--- config.mk ---
export PLATFORM = sky130hd
export DESIGN_NAME = imm_ext_stage
export DESIGN_NICKNAME = d
export VERILOG_FILES = /design/src/rtl/imm_ext_stage.sv
export SDC_FILE = /design/constraint.sdc
export NUM_CORES = 1
export LEC_CHECK = 0
export CAP_MARGIN = 20
export CORE_MARGIN = 2
export CORE_UTILIZATION = 25
export DETAILED_ROUTE_END_ITERATION = 7
export DONT_BUFFER_PORTS = 1
export PLACE_DENSITY_LB_ADDON = 0.3
export RECOVER_POWER = 25
export SLEW_MARGIN = 0
export SYNTH_ARGS = -nofsm -noshare
export SYNTH_HDL_FRONTEND = slang
export SYNTH_SLANG_ARGS = --single-unit
export TNS_END_PERCENT = 1
--- constraint.sdc ---
create_clock -name clk -period 3.65 [get_ports clk]
set_input_delay 0.5475 -clock clk [delete_from_list [all_inputs] [get_ports clk]]
set_output_delay 0.5475 -clock clk [all_outputs]
set_load 0.05 [all_outputs]
--- src/rtl/imm_ext_stage.sv ---
// imm_ext_stage
//
// Registered immediate-extension stage for the decode pipeline. An IN_W-bit
// immediate field is extended to OUT_W bits in one of four modes:
//   0 SEXT   : sign-extend
//   1 ZEXT   : zero-extend
//   2 UPPER  : immediate placed in the top IN_W bits, low bits zero
//   3 BRANCH : sign-extend, then shift left by BR_SHIFT (overflow discarded)
// The result and a sideband tag travel through one output register backed by
// a one-entry skid register. This keeps in_ready a pure register output while
// still allowing full throughput and loss-free stalls.
//
// Ports:
//   clk        rising-edge clock
//   rst        synchronous, active-high reset
//   in_valid   upstream presents an immediate
//   in_ready   stage can accept (registered, equals NOT skid valid)
//   in_imm     raw immediate field, IN_W bits
//   in_mode    extension mode select (see above)
//   in_tag     sideband tag, carried unchanged
//   out_valid  out_imm/out_tag hold a valid result
//   out_ready  downstream accepts this cycle
//   out_imm    extended operand, OUT_W bits
//   out_tag    tag that travelled with the operand

module imm_ext_stage #(
    parameter int IN_W     = 16,
    parameter int OUT_W    = 32,
    parameter int BR_SHIFT = 2,
    parameter int TAG_W    = 5
) (
    input  logic             clk,
    input  logic             rst,
    input  logic             in_valid,
    output logic             in_ready,
    input  logic [IN_W-1:0]  in_imm,
    input  logic [1:0]       in_mode,
    input  logic [TAG_W-1:0] in_tag,
    output logic             out_valid,
    input  logic             out_ready,
    output logic [OUT_W-1:0] out_imm,
    output logic [TAG_W-1:0] out_tag
);

    typedef enum logic [1:0] {
        MODE_SEXT   = 2'd0,
        MODE_ZEXT   = 2'd1,
        MODE_UPPER  = 2'd2,
        MODE_BRANCH = 2'd3
    } mode_e;

    localparam int PAD_W = OUT_W - IN_W;

    function automatic logic [OUT_W-1:0] extend(input logic [IN_W-1:0] imm,
                                                input logic [1:0]      mode);
        logic [OUT_W-1:0] sext;
        sext = {{PAD_W{imm[IN_W-1]}}, imm};
        case (mode_e'(mode))
            MODE_SEXT:  extend = sext;
            MODE_ZEXT:  extend = {{PAD_W{1'b0}}, imm};
            MODE_UPPER: extend = {imm, {PAD_W{1'b0}}};
            default:    extend = sext << BR_SHIFT;
        endcase
    endfunction

    // Output and skid registers.
    logic             out_valid_q,  out_valid_d;
    logic [OUT_W-1:0] out_imm_q,    out_imm_d;
    logic [TAG_W-1:0] out_tag_q,    out_tag_d;
    logic             skid_valid_q, skid_valid_d;
    logic [OUT_W-1:0] skid_imm_q,   skid_imm_d;
    logic [TAG_W-1:0] skid_tag_q,   skid_tag_d;

    logic             in_xfer;
    logic [OUT_W-1:0] ext_val;

    assign in_ready = ~skid_valid_q;
    assign in_xfer  = in_valid & in_ready;
    assign ext_val  = extend(in_imm, in_mode);

    // Next-state selection, evaluated on current register state.
    always_comb begin
        out_valid_d  = out_valid_q;
        out_imm_d    = out_imm_q;
        out_tag_d    = out_tag_q;
        skid_valid_d = skid_valid_q;
        skid_imm_d   = skid_imm_q;
        skid_tag_d   = skid_tag_q;

        if (skid_valid_q) begin
            // Skid full: in_ready is low, so only a drain can happen.
            if (out_ready) begin
                out_valid_d  = 1'b1;
                out_imm_d    = skid_imm_q;
                out_tag_d    = skid_tag_q;
                skid_valid_d = 1'b0;
            end
        end else if (!out_valid_q || out_ready) begin
            // Output register is free (or being consumed this edge).
            if (in_xfer) begin
                out_valid_d = 1'b1;
                out_imm_d   = ext_val;
                out_tag_d   = in_tag;
            end else if (out_ready) begin
                out_valid_d = 1'b0;
            end
        end else if (in_xfer) begin
            // Output stalled: park the new entry in the skid.
            skid_valid_d = 1'b1;
            skid_imm_d   = ext_val;
            skid_tag_d   = in_tag;
        end
    end

    // ---- register stage boundary ----
    always_ff @(posedge clk) begin
        if (rst) begin
            out_valid_q  <= 1'b0;
            out_imm_q    <= '0;
            out_tag_q    <= '0;
            skid_valid_q <= 1'b0;
            skid_imm_q   <= '0;
            skid_tag_q   <= '0;
        end else begin
            out_valid_q  <= out_valid_d;
            out_imm_q    <= out_imm_d;
            out_tag_q    <= out_tag_d;
            skid_valid_q <= skid_valid_d;
            skid_imm_q   <= skid_imm_d;
            skid_tag_q   <= skid_tag_d;
        end
    end

    assign out_valid = out_valid_q;
    assign out_imm   = out_imm_q;
    assign out_tag   = out_tag_q;

endmodule

**Placed standard cells**

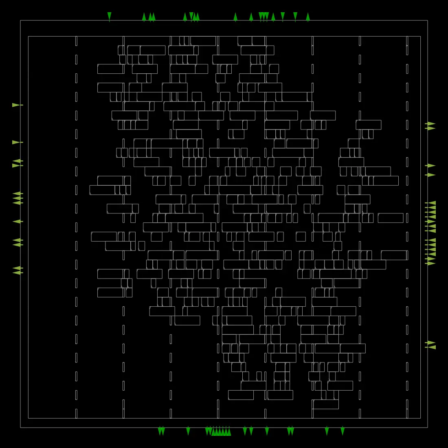
Non-Filler Instances: 556
FILL cells: 1344
Flop Count: 76
CORE AREA: 12800 um2

**Gate families picked out**

Drawn at 3 px/um.
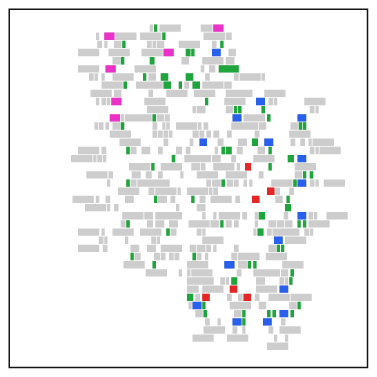
| color | family | cells |
|---|---|---|
| blue | AND-OR and OR-AND gates | 16 |
| red | AND and OR gates | 6 |
| magenta | multiplexers | 6 |
| green | NOR gates | 69 |
multi-input combinational area share: 0.433
Commonest Layout Cell: dfxtp_1

**Wire density map**

Drawn at 2 px/um. 24 x 24 tiles, from dark purple (low) to yellow (high), scaled to the fullest tile. Values are wire area over tile area, all layers added.
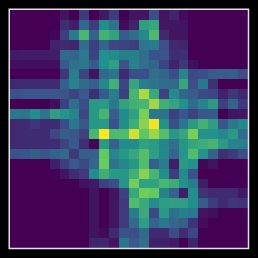
fullest tile: 0.46
emptiest ninth of the die: south-west
nearly empty tiles: 30%
densest ninth of the die: center

-- layer usage --
| metal | vias to the layer above | track usage | wire (um) |
|---|---|---|---|
| met3 | 10 | 0.0680 | 973 |
| li1 | 1382 | - | - |
| met2 | 77 | 0.200 | 4190 |
| met1 | 1276 | 0.161 | 3940 |
| met5 | - | 0 | 0 |
| met4 | 0 | 0.0439 | 117 |
-- critical path, delay by kind of cell (launching register included) --
family	cells	cell delay [ns]
AOI/OAI and AO/OA	3	1.47
DFF	1	0.50
and+or+nand+nor	1	0.31
-- state kept, by name, indices dropped and copies added, names as in the netlist --
register and count:
out_imm 32, skid_imm_q 32, out_tag 5, skid_tag_q 5, skid_valid_q 1, out_valid 1
-- final cells by class --
cell class | count | share of cell area
Clock inverter | 7 | 0.0229
Inverter | 2 | 0.00205
Clock buffer | 9 | 0.0614
Multi-Input combinational cell | 286 | 0.433
Sequential cell | 76 | 0.415
Timing Repair Buffer | 4 | 0.00716
Tap cell | 172 | 0.0587
-- report_power, final --
part | switching [mW] | internal (mW) | total, mW
Combinational | 0.0962 | 0.0681 | 0.164
Clock | 0.384 | 0.542 | 0.925
Sequential | 0.134 | 0.875 | 1.01
-- kinds of logic after synthesis --
family                 count (synthesis)
AOI/OAI and AO/OA                    140
and+or+nand+nor                      140
DFF                                   76
buffers and inverters                 40
muxes                                  6
-- through the flow --
stage | cell area, um2 | cells | hold WS, ns | setup WS, ns | util
5_1_grt | 3670 | 556 | 0.269 | 1.10 | 0.287
4_1_cts | 3670 | 556 | 0.268 | 1.33 | 0.287
3_3_place_gp | 3360 | 540 | 0.436 | 1.35 | 0.263
2_1_floorplan | 3300 | 402 | 0.436 | 1.92 | -
3_5_place_dp | 3360 | 540 | 0.446 | 1.35 | 0.263
6_report | 3670 | 556 | 0.283 | 1.29 | 0.287
-- cells in the mapped netlist (4+ instances only) --
| library cell | n |
|---|---|
| nor3b_1 | 4 |
| o221ai_1 | 14 |
| buf_2 | 16 |
| a211oi_1 | 21 |
| buf_4 | 4 |
| nand2_1 | 57 |
| dfxtp_1 | 76 |
| mux2i_1 | 6 |
| and2b_1 | 5 |
| o22ai_1 | 14 |
| nor2_1 | 54 |
| nand2b_1 | 4 |
| a21oi_1 | 69 |
| a211o_1 | 13 |
| clkbuf_1 | 16 |
| nor2b_1 | 8 |
-- final timing paths --
path	startpoint	cells after the start	to
worst max-delay path	out_valid$_SDFFE_PP0P_	4	out_imm[29]$_SDFFE_PP0P_
worst min-delay path	rst	1	skid_tag_q[4]$_SDFFE_PP0P_
worst max register to register	out_valid$_SDFFE_PP0P_	4	out_imm[29]$_SDFFE_PP0P_
worst min register to register	skid_tag_q[3]$_SDFFE_PP0P_	2	skid_tag_q[3]$_SDFFE_PP0P_
-- cell usage in the layout, fill, tap and decap left out, types with 2 or more instances in the layout --
master / count
buf_4: 3
nor2b_1: 8
mux2i_1: 6
nand3_1: 2
o221ai_1: 14
dfxtp_1: 76
a211o_1: 13
nor3b_1: 4
a311oi_1: 2
and2b_1: 5
nand2b_1: 4
a21oi_1: 69
inv_6: 2
clkbuf_16: 9
o22ai_1: 14
nor3_1: 2
clkinv_4: 2
o21ai_0: 2
nor2_1: 54
a211oi_1: 21
nand2_1: 57
==> results_slide.txt <==
Synthesis and Place & Route Summary

Power
  • Worst vdd ir: 0.190 mV
  • Pwr Density: 572 nW/um2
  • Total power draw: 2.10 mW

Worst setup path
  • Crit path capture type: register
  • Worst-path fanout max: 29
  • Slowest-stage cell, CP: o22a_1
  • CP cell instances: nor2_1 -> o22a_1 -> o221ai_1 -> a21oi_1
  • CP max stage delay: 0.86 ns
  • Reg2reg setup slack: 1.29 ns
  • WP data required: about 4 ns
  • Startpoint types: register
  • Critical path type: register to register

Final timing
  • Post-route clock period utilization: 0.646
  • Slew Viols, Final: 0
  • Clock Skews: 0.00705 ns
  • Fmax: 424 MHz
  • RSZ-0062 raised after global routing: no
  • Hold Fails Final Rpt: 0
  • Final setup fails: 0
  • Fin crit period: 2.36 ns
  • TNS Setup: 0 ns
  • Worst-Margin Slew: 1.04 ns

Global routing
  • Grt ovf: 0
  • Gr usage total: 0.132
  • First-pass GRT wire length: 14.7 mm
  • Initial antenna violation count: 0
  • Via count of the first global-routing pass: 2608

Cells and area
  • Share of layout cells above drive strength 1: 0.0599
  • Fin nets: between 400 and 500
  • Ant. Diodes: 0
  • Area Overhead vs Synth: 11.1%

Routing
  • Pre-antenna DRT Iters: 4
  • Routed vias: between 2000 and 3000
  • Vias per cell: roughly 5
  • # DRC: 0
  • Final WL: 9.22 mm
  • DR iter-0 viols: 197
  • ANT nets after route: 0

Clocking
  • CTS-repair resized insts: 0
  • Clock transition at path regs: 0.07 ns
  • Htree depth: 3
  • Clock sinks: 76
  • Clock buffer depth: 2
  • Cts hold-fix bufs: 0
  • Clk Latency, worst-skew pair: between 0.3 and 0.4 ns
  • TritonCTS clock tree: done
  • Root buf cell: clkbuf_16
  • CTS buffer count: 9

Die
  • Ports: 66
  • Die area: 14100 um2
  • FP Rows: around 40
  • Die Y-Extent: 119 um
  • Die X-Extent: 119 um
  • Floorplan utilization: 0.258

Yosys
  • Syn Nets: approximately 430
  • Syn Area/Cell: 8.21 um2
  • Post-synth top area cell: dfxtp_1
  • Area share, top type: 0.461
  • Yosys chip area: 3300 um2
  • Multiplexer share: 0.0182
  • Basic Gates by Area: 0.187
  • Synthesized area: 3300 um2
  • Post-synth seq share: 0.461
  • Aoi share: 0.273
  • Synth flops: 76
  • Post-synth EDFFs: 0
  • Number of cells in Yosys stat: 402
  • Yosys warning count: 0
  • Main area contributors: dfxtp_1, a21oi_1, nand2_1
  • Async SR Flop Fraction: 0
  • Cells after synthesis: around 400
  • Unique cell types: 33

Flow run
  • Max Cap Viol: 0

Run status
  • Outcome: completed

Placed design
  • Post-DP HPWL: a little under 6 mm
  • Final Wtd Congestion: 0.743
  • Port buffer count: 0

Worst hold path
  • Hold/Removal Path Class: input pin to register
No activity file was given, so power comes from the tool's default toggle rates.
